===== src/rtl/truth_table_scanner.sv =====
// truth_table_scanner: steps a 4-bit code through 0..15, captures f_in per code and compares against a golden table
module truth_table_scanner #(
    parameter int SETTLE = 1
) (
    input  logic        clk,
    input  logic        resetn,
    input  logic        start,
    input  logic        abort,
    input  logic [15:0] expected,
    input  logic        f_in,
    output logic [3:0]  w_out,
    output logic        busy,
    output logic        done,
    output logic [15:0] table_out,
    output logic [4:0]  ones_cnt,
    output logic        match
);
    typedef enum logic [1:0] {IDLE, SCAN, DONE} state_t;
    state_t state, state_n;
    logic [3:0] cnt, cnt_n, w_n;
    logic [15:0] exp_r, exp_n, tbl_n;
    logic [4:0] ones_n;
    logic match_n, busy_n, done_n;
    always_comb begin
        state_n = state;
        cnt_n = cnt;
        w_n = w_out;
        exp_n = exp_r;
        tbl_n = table_out;
        ones_n = ones_cnt;
        match_n = match;
        busy_n = 1'b0;
        done_n = 1'b0;
        case (state)
            IDLE: if (start && !abort) begin
                state_n = SCAN;
                cnt_n = '0;
                w_n = '0;
                tbl_n = '0;
                ones_n = '0;
                match_n = 1'b0;
                exp_n = expected;
                busy_n = 1'b1;
            end
            SCAN: begin
                busy_n = 1'b1;
                if (abort) begin
                    state_n = IDLE;
                    busy_n = 1'b0;
                    w_n = '0;
                    cnt_n = '0;
                    match_n = 1'b0;
                end else if (cnt == 4'(SETTLE - 1)) begin
                    tbl_n[w_out] = f_in;
                    ones_n = ones_cnt + 5'(f_in);
                    cnt_n = '0;
                    // the last code's sample is folded into the match decision on the same edge
                    if (w_out == 4'd15) begin
                        state_n = DONE;
                        busy_n = 1'b0;
                        done_n = 1'b1;
                        w_n = '0;
                        match_n = (tbl_n == exp_r);
                    end else begin
                        w_n = w_out + 4'd1;
                    end
                end else begin
                    cnt_n = cnt + 4'd1;
                end
            end
            DONE: state_n = IDLE;
            default: state_n = IDLE;
        endcase
    end
    always_ff @(posedge clk) begin
        if (!resetn) begin
            state <= IDLE;
            cnt <= '0;
            w_out <= '0;
            exp_r <= '0;
            table_out <= '0;
            ones_cnt <= '0;
            match <= 1'b0;
            busy <= 1'b0;
            done <= 1'b0;
        end else begin
            state <= state_n;
            cnt <= cnt_n;
            w_out <= w_n;
            exp_r <= exp_n;
            table_out <= tbl_n;
            ones_cnt <= ones_n;
            match <= match_n;
            busy <= busy_n;
            done <= done_n;
        end
    end
endmodule


===== config.mk =====
export PLATFORM = sky130hd
export DESIGN_NAME = truth_table_scanner
export DESIGN_NICKNAME = d
export VERILOG_FILES = /design/src/rtl/truth_table_scanner.sv
export SDC_FILE = /design/constraint.sdc
export NUM_CORES = 1
export LEC_CHECK = 0
export CAP_MARGIN = 20
export CORE_MARGIN = 8
export CORE_UTILIZATION = 50
export DETAILED_ROUTE_END_ITERATION = 6
export DONT_BUFFER_PORTS = 1
export GPL_ROUTABILITY_DRIVEN = 0
export SLEW_MARGIN = 30
export SYNTH_ARGS = -nofsm -noshare
export SYNTH_HDL_FRONTEND = slang
export SYNTH_SLANG_ARGS = --single-unit

===== constraint.sdc =====
create_clock -name clk -period 2.93 [get_ports clk]
set_clock_uncertainty 0.2 [all_clocks]
set_input_delay 0.293 -clock clk [delete_from_list [all_inputs] [get_ports clk]]
set_output_delay 0.293 -clock clk [all_outputs]
set_load 0.01 [all_outputs]

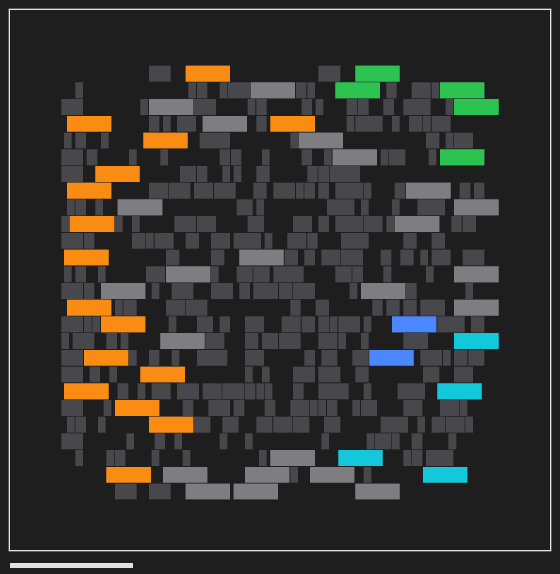
registers.png
The bar under the picture is 20 µm long. Other sequential cells in the stronger grey, the rest of the logic in the fainter grey.
state -> blue  # flops 2
cnt -> cyan  # flops 4, where lower right
ones_cnt -> green  # flops 5, where upper right
exp_r -> orange  # flops 16
not coloured = 23

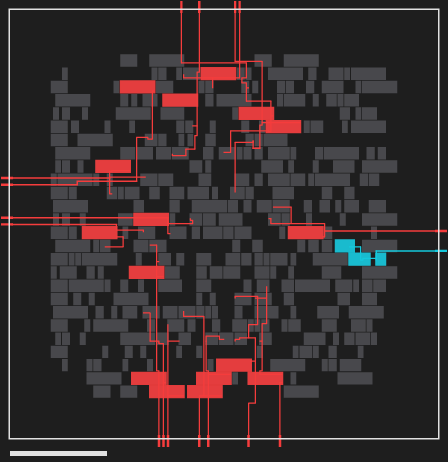
port_nets.png
The bar under the picture is 20 µm long.
table_out -> red  # direction output, end cells 16, buffers 0, wire 640 µm
abort -> cyan  # direction input, end cells 3, buffers 0, wire 23.1 µm

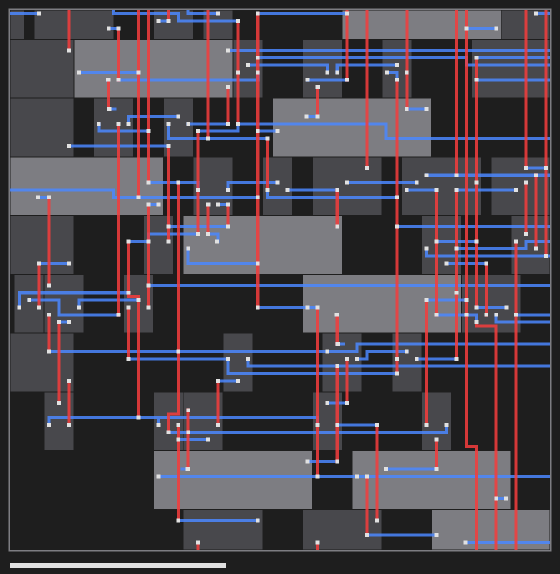
zoom.png
The bar under the picture is 10 µm long. Region (9, 9) to (34, 34) µm. Cells in grey, sequential cells in the stronger grey; small squares are vias.
met1 -> blue
met2 -> red
most frequent = nand2_1 (12), dfxtp_1 (8)
sequential cells in the window = 8
netlist names of flops here include = exp_r (6), table_out (2)
cells with their middle in the window = 39

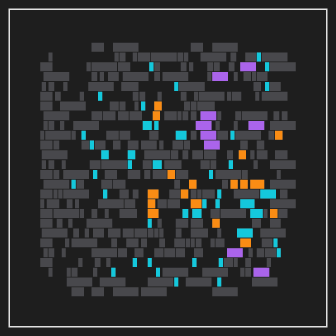
gate_families.png
NOR gates -> cyan  # cells 42
AND and OR gates -> orange  # cells 17
adder and majority cells -> purple  # cells 9

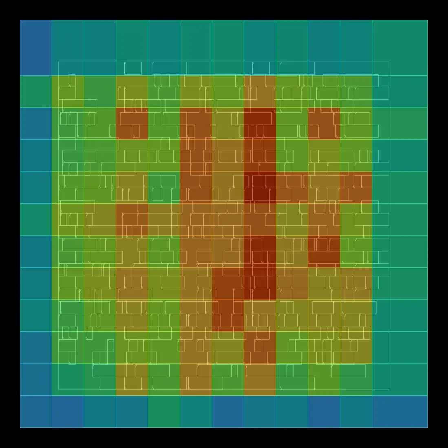
final_congestion.png
gr busiest metal: met2
Global Route met3 Usage: 5.53%

==> results.py <==
# Flow results
metrics = {
    "finish": {
        "syn_to_final_growth_pct": 10.9,
        "mostFrequentLayoutCells": "nand2_1, dfxtp_1, nor2_1, a21oi_1, dlygate4sd3_1",
        "nNonClkInverters": 9,
        "clkCellAreaFrac_pct": 2.66,
        "reg_top3": "exp_r: 16 flops, table_out: 16 flops, ones_cnt: 5 flops",
        "comb_area_share_pct": 51.2,
        "seq_area_share_pct": 34.9,
        "ff_count": 50,
        "fillers": 490,
        "layout.cells.non_filler": 395,
        "layout.area.comb_um2": 1470,
        "nets": 355,
        "biggestCellCategory": "combinational gates",
        "finalInstanceArea_um2": 2870,
        "buffers": 21,
        "bufAreaShareNonClock_pct": 6.98,
        "final_core_util_pct": 56.8,
        "clkbuf_count": 7,
        "regArea_um2": 1000,
        "drive_above_1_share_pct": 5.54,
        "comb_cells": 238,
        "antennaDiodeCount": 0,
    },
    "worst_setup_path": {
        "reg2reg_to": "match",
        "critPathLaunch": "w_out[0]",
        "critical_path.top_delay_family": "simple AND/OR/NAND/NOR gates",
        "path_cells": "inv_1 > ha_1 > nor3b_1 > mux2i_1 > xnor2_1 > nor4_1 > nand4_1 > o22ai_2",
        "cp-end-kind": "flip-flop",
        "critPathBufInv": 1,
        "slowest_delay_ps": 410,
        "reg2reg_depth": 8,
        "r2r-start": "w_out[0]",
        "start_kind": "flip-flop",
        "slowest_stage": "dfxtp_1",
        "crit_cells": 8,
        "cp.arrival_ps": 2430,
        "ff2ff_setup_slack_ps": 530,
        "crit_end": "match",
        "path_class": "flip-flop to flip-flop",
        "cp.required_ps": 2970,
        "path_max_fanout": 7,
    },
    "final_timing": {
        "fin_ws_ps": 535,
        "tns_ps": 0,
        "max-slew-margin-rel_pct": 53.4,
        "tightest_slew_ps": 697,
        "slew_viol_final": 0,
        "whs_ps": 34.8,
        "max_freq_ghz": 0.418,
        "finalSetupViolations": 0,
        "hold_viol": 0,
        "finalWorstPathRequiredPeriod_ps": 2400,
        "rsz0062_at_grt": "false",
        "period_used_pct": 81.7,
    },
    "synthesis": {
        "ys_warn_count": 0,
        "yosysTopAreaCell": "dfxtp_1",
        "netlist_instances": 313,
        "synthXorXnorAreaFrac_pct": 7.12,
        "topCombFamilyByArea": "simple AND/OR/NAND/NOR gates",
        "ys_sh_simple_pct": 24.2,
        "aoi_share_pct": 15.3,
        "synth.distinct_cells": 42,
        "top_area_share_pct": 38.7,
        "ys_area_um2": 2580,
        "synthTopCellsByArea": "dfxtp_1, nand2_1, a21oi_1",
        "seq_area_frac_synth_pct": 38.7,
        "synth_area_per_cell_um2": 8.25,
        "ys_cells": 313,
        "fp_nets": 343,
        "edf_count": 0,
        "synth_flops": 50,
        "synthMuxAreaShare_pct": 5.81,
        "ys_top_cells_by_count": "dfxtp_1, nand2_1, a21oi_1, nor2_1",
        "syn_area_um2": 2580,
        "async_reset_ff_share_pct": 0,
    },
    "routing": {
        "top_layer": "met4",
        "routedLengthMet1_um": 2980,
        "wl_um": 6500,
        "drt-pass1-iter-count": 4,
        "via_per_inst": 5.51,
        "vias": 2178,
        "drt_iter0_drc": 116,
        "wl_met3_um": 428,
        "wl_per_cell_um": 16.5,
        "drc_errors": 0,
        "met2WireLength_um": 3010,
    },
    "placement": {
        "post_dp_cell_area_um2": 2620,
        "pre_cts_ws_ps": 530,
        "dpl.hpwl_um": 4500,
        "dp.cells": 371,
    },
    "cts": {
        "clockBufferDepth": 2,
        "cts.clk_slew.worst_paths_ps": 90,
        "cts-buffers-inserted": 5,
        "holdBufCountCts": 17,
        "cts-htree-levels": 2,
        "tritoncts": "done",
        "cts_resized": 0,
        "clock_latency_ps": 300,
        "clock_sinks": 50,
        "cts_root_buffer": "clkbuf_8",
        "post_cts.repair.setup_buffers": 0,
    },
    "pwr": {
        "p_leak_nw": 1.05,
        "clk-power_mw": 0.383,
        "vdd_ir_drop_max_mv": 0.202,
        "powerSeq_mw": 0.708,
        "power_leader": "registers",
        "p_int_mw": 0.913,
        "p_switching_mw": 0.306,
        "p_seq_share_pct": 58.0,
        "power.density_nw_per_um2": 425,
        "power.share.switching_pct": 25.1,
        "powerComb_mw": 0.128,
        "finalPower_mw": 1.22,
        "power_frac_comb_pct": 10.5,
    },
    "floorplan": {
        "io_pins": 49,
        "fp.dieH_um": 87.9,
        "fp.dieW_um": 87.9,
        "core_util_floorplan_pct": 51.2,
        "nWellTaps": 70,
        "core_um2": 5040,
        "rows": 26,
        "chipArea_um2": 7720,
    },
    "global_route": {
        "grt_pass1_vias": 2145,
        "grt_pass1_wl_um": 10700,
        "grt_usage_pct": 17.5,
        "grt-ovfl-total": 0,
        "antenna_found_initial": 0,
        "met1_usage_pct": 21.3,
        "met2_usage_pct": 28.6,
        "grt_max_degree": 41,
    },
    "flow_run": {
        "max-cap-violations": 0,
        "tool_warnings": 31,
    },
    "hold_path": {
        "min_from": "abort",
        "hold_end": "w_out[2]",
        "hold_path_class": "input pin to flip-flop",
        "holdPathStages": 3,
    },
    "outcome": {
        "status": "finished, final reports clean",
    },
}
Power and IR drop assume default switching activity.
